### src/rtl/dm_arbiter.sv
// dm_arbiter: shares a single-ported data memory between the MEM stage and a
// loader/debug port. Each access is sequenced IDLE -> ISSUE -> WAIT -> DONE,
// and the pipeline is stalled until its own access reaches DONE. When both
// sides request together, priority alternates so neither side can starve.
module dm_arbiter #(
    parameter int DSIZE = 16,
    parameter int MSIZE = 8,
    parameter int LAT   = 2
) (
    input  logic             clk,
    input  logic             rst,
    input  logic             p_req,
    input  logic             p_we,
    input  logic [MSIZE-1:0] p_addr,
    input  logic [DSIZE-1:0] p_wdata,
    output logic [DSIZE-1:0] p_rdata,
    output logic             p_stall,
    input  logic             l_req,
    input  logic             l_we,
    input  logic [MSIZE-1:0] l_addr,
    input  logic [DSIZE-1:0] l_wdata,
    output logic [DSIZE-1:0] l_rdata,
    output logic             l_ack,
    output logic             dm_en,
    output logic             dm_we,
    output logic [MSIZE-1:0] dm_addr,
    output logic [DSIZE-1:0] dm_wdata,
    input  logic [DSIZE-1:0] dm_rdata
);

    localparam int CW = (LAT > 1) ? $clog2(LAT) : 1;

    typedef enum logic [1:0] {IDLE, ISSUE, WAIT, DONE} state_t;
    typedef enum logic {OWN_PIPE, OWN_LDR} owner_t;

    state_t           state_q, state_d;
    owner_t           owner_q, last_q, grant;
    logic [CW-1:0]    cnt_q;
    logic             we_q;
    logic [MSIZE-1:0] addr_q;
    logic [DSIZE-1:0] wdata_q;
    logic [DSIZE-1:0] p_rdata_q;
    logic [DSIZE-1:0] l_rdata_q;
    logic             p_done;

    // Alternating priority: the loader wins a tie only if the pipeline was served last.
    always_comb begin
        grant = OWN_PIPE;
        if (l_req && (!p_req || last_q == OWN_PIPE)) begin
            grant = OWN_LDR;
        end
    end

    // State register.
    always_ff @(posedge clk) begin
        if (rst) begin
            state_q <= IDLE;
        end else begin
            state_q <= state_d;
        end
    end

    // Next-state logic; requests are only sampled in IDLE.
    always_comb begin
        state_d = state_q;
        case (state_q)
            IDLE:    if (p_req || l_req) state_d = ISSUE;
            ISSUE:   state_d = WAIT;
            WAIT:    if (cnt_q == '0) state_d = DONE;
            DONE:    state_d = IDLE;
            default: state_d = IDLE;
        endcase
    end

    // Access datapath: latch the granted request, count latency, capture load data.
    always_ff @(posedge clk) begin
        if (rst) begin
            owner_q   <= OWN_PIPE;
            last_q    <= OWN_LDR;
            cnt_q     <= '0;
            we_q      <= 1'b0;
            addr_q    <= '0;
            wdata_q   <= '0;
            p_rdata_q <= '0;
            l_rdata_q <= '0;
        end else begin
            case (state_q)
                IDLE: begin
                    if (p_req || l_req) begin
                        owner_q <= grant;
                        if (grant == OWN_LDR) begin
                            we_q    <= l_we;
                            addr_q  <= l_addr;
                            wdata_q <= l_wdata;
                        end else begin
                            we_q    <= p_we;
                            addr_q  <= p_addr;
                            wdata_q <= p_wdata;
                        end
                    end
                end
                ISSUE: cnt_q <= CW'(LAT - 1);
                WAIT: begin
                    if (cnt_q == '0) begin
                        if (!we_q) begin
                            if (owner_q == OWN_PIPE) begin
                                p_rdata_q <= dm_rdata;
                            end else begin
                                l_rdata_q <= dm_rdata;
                            end
                        end
                    end else begin
                        cnt_q <= cnt_q - CW'(1);
                    end
                end
                DONE: last_q <= owner_q;
                default: ;
            endcase
        end
    end

    // Outputs decoded from the current state and latched request.
    always_comb begin
        dm_en   = (state_q == ISSUE);
        dm_we   = (state_q == ISSUE) && we_q;
        p_done  = (state_q == DONE) && (owner_q == OWN_PIPE);
        l_ack   = (state_q == DONE) && (owner_q == OWN_LDR);
        p_stall = p_req && !p_done && !rst;
    end

    assign dm_addr  = addr_q;
    assign dm_wdata = wdata_q;
    assign p_rdata  = p_rdata_q;
    assign l_rdata  = l_rdata_q;

endmodule

### config.mk
export PLATFORM = sky130hd
export DESIGN_NAME = dm_arbiter
export DESIGN_NICKNAME = d
export VERILOG_FILES = /design/src/rtl/dm_arbiter.sv
export SDC_FILE = /design/constraint.sdc
export NUM_CORES = 1
export LEC_CHECK = 0
export CORE_ASPECT_RATIO = 0.6
export CORE_UTILIZATION = 43
export DETAILED_ROUTE_END_ITERATION = 7
export HOLD_SLACK_MARGIN = 0.02
export PLACE_DENSITY_LB_ADDON = 0.08
export SETUP_SLACK_MARGIN = 0.05
export SLEW_MARGIN = 20
export SYNTH_ARGS = -nofsm -noshare
export SYNTH_HDL_FRONTEND = slang
export SYNTH_SLANG_ARGS = --single-unit
### constraint.sdc
create_clock -name clk -period 3.6 [get_ports clk]
set_input_delay 0.54 -clock clk [delete_from_list [all_inputs] [get_ports clk]]
set_output_delay 0.54 -clock clk [all_outputs]
set_load 0.1 [all_outputs]
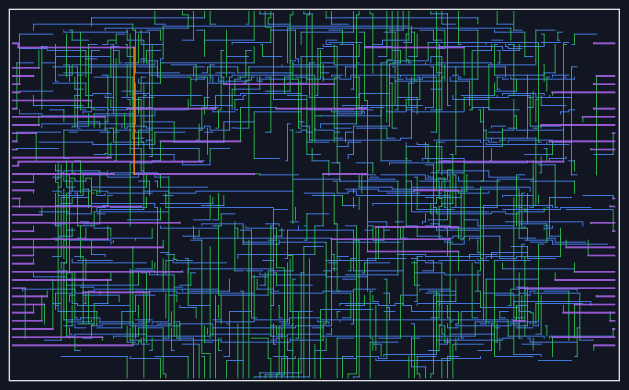
metal_stack.png
(6 px per micron)
legend:
  purple:
    layer: met3
    wire_length: 690 microns
  orange:
    layer: met4
    wire_length: 21.1 microns
  blue:
    layer: met1
    wire_length: 3470 microns
  green:
    layer: met2
    wire_length: 3100 microns

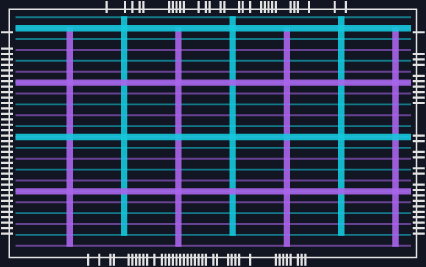
pdn.png
(4 px per micron) Pins as bars on the die edge.
legend:
  cyan:
    net: VDD
  purple:
    net: VSS
met5 straps: 4
signal pins: 130
met1 rails: 22
met4 straps: 7

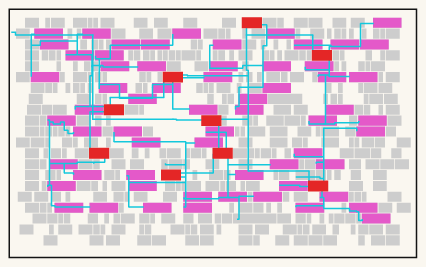
clock_map.png
(4 px per micron)
legend:
  red:
    item: cells driving clock nets
    count: 9
  magenta:
    item: flip-flops
    count: 62
  cyan:
    item: clock wires
    length: 801 microns
flops lie: widely spread

==> changes_impl.md <==
### Physical design

- Hold Vio Cnt, Final: 0
- Layout area overhead: 57.5%
- Total Power: 3.25 mW
- Ys flops: 62
- Final wirelength: roughly 7300 microns
- CP cell instances: inv_1 -> ha_1 -> clkdlybuf4s50_1
- Top Family by Delay on Critical Path: buffers and inverters
- Yosys Chip Area: 0.00255 sq mm
- Hold Path Class: reg2reg
- Final Max Slew Viols: 0
- First-pass GRT wire length: between 10000 and 15000 microns
- Total global-route track usage: 23.1%
- VDD IR max: 0.000548 V
- Total grt overflow: 0
- Fraction of layout cells with a size suffix above 1: about 6%
- Max stage delay on crit path: 1.13 ns
- Status: complete, no violations
- Max Root-Sink Buffers: 2
- Min Tclk post-route: 2.68 ns
- Max Cap Violations: 0
- Top logic cells by instance count in the layout: clkdlybuf4s50_1 (125), nand2_1 (92), dfxtp_1 (62)
- Power per Cell Area: ~810 mW/mm^2
- Total CTS buffers: 9
- Post-Syn Instances: 316
- Mean post-synth cell area: just over 8 sq um
- Aoi share: ~22%
- Yosys warnings: 0
- Ys flop type: dfxtp_1
- Core area: 0.00565 sq mm
- R2R cell count: 5
- OpenROAD warnings: 31
- Setup crit end kind: primary output
- # setup viols final: 0
- Routed length per instance: ~14 microns
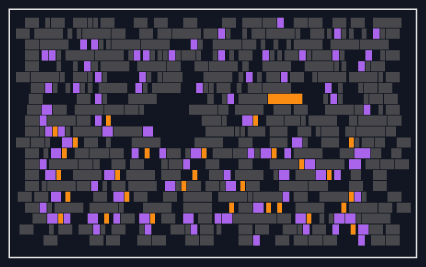
gate_families.png
(4 px per micron)
legend:
  orange:
    family: NOR gates
    cells: 29
  purple:
    family: inverting AOI/OAI gates
    cells: 88
    where: widely spread

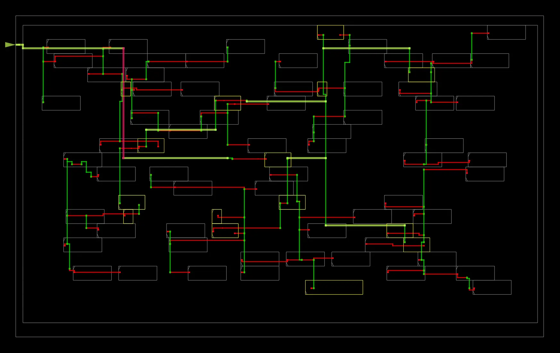
final_clocks.png
Layout clock buffers: 10
Skew-Pair Late Insertion Delay: 0.33 ns
clk_skew: 0.00736 ns
flip-flops: 62

-- worst paths after layout --
check / startpoint / end / slack [ns]
min: l_rdata[3] / l_rdata[3] / 0.45
max: state_q[1] / dm_en / 0.92
max reg2reg: state_q[1] / dm_wdata[1] / 1.64
min reg2reg: l_rdata[3] / l_rdata[3] / 0.45
-- through the flow --
stage	cell area, sq um	util (%)	std cells
2_1_floorplan	2550	-	316
3_3_place_gp	3830	67.8	504
3_5_place_dp	3830	67.8	504
4_1_cts	4020	71.1	519
5_1_grt	4020	71.1	519
6_report	4020	71.1	519
-- metal layers --
| layer | GRT usage, % | vias to the layer above | wire, microns |
|---|---|---|---|
| met2 | 32.7 | 89 | 3100 |
| met4 | 6.83 | 0 | 21 |
| met3 | 10.7 | 2 | 690 |
| met5 | 0 | - | 0 |
| li1 | - | 1302 | - |
| met1 | 31.5 | 1183 | 3470 |
-- synthesized netlist by cell type, types with 2 or more instances --
cell type  number  share of area [%]
clkbuf_2        2               0.39
a211oi_1       26                7.7
buf_2          12                2.4
ha_1            6                2.9
inv_1           4               0.59
dfxtp_1        62                 49
mux2i_1         2               0.78
clkbuf_1        7                1.0
a21oi_1        57                 11
nor2_1         28                4.1
a22oi_1         2               0.59
nand2_1        92                 14
and2_1          2               0.49
buf_4           2               0.59
-- cell type report --
type	instances	area, sq um
clock buffer	10	138
tap	80	100
timing repair buffer	132	1300
clock inverter	5	50.0
sequential	62	1240
fill	454	1630
multi-input combinational	226	1170
inverter	4	15.0
-- registers in the layout (all words and copies together) (netlist names) --
signal / flops
dm_addr: 8
state_q: 2
p_rdata: 16
cnt_q: 1
l_rdata: 16
we_q: 1
last_q: 1
dm_wdata: 16
owner_q: 1
-- where the power goes --
group	switching (mW)	internal [mW]
Sequential	0.0936	0.827
Combinational	1.29	0.452
Clock	0.261	0.330
Power figures rest on the tool's default switching activity, not on a simulated workload.
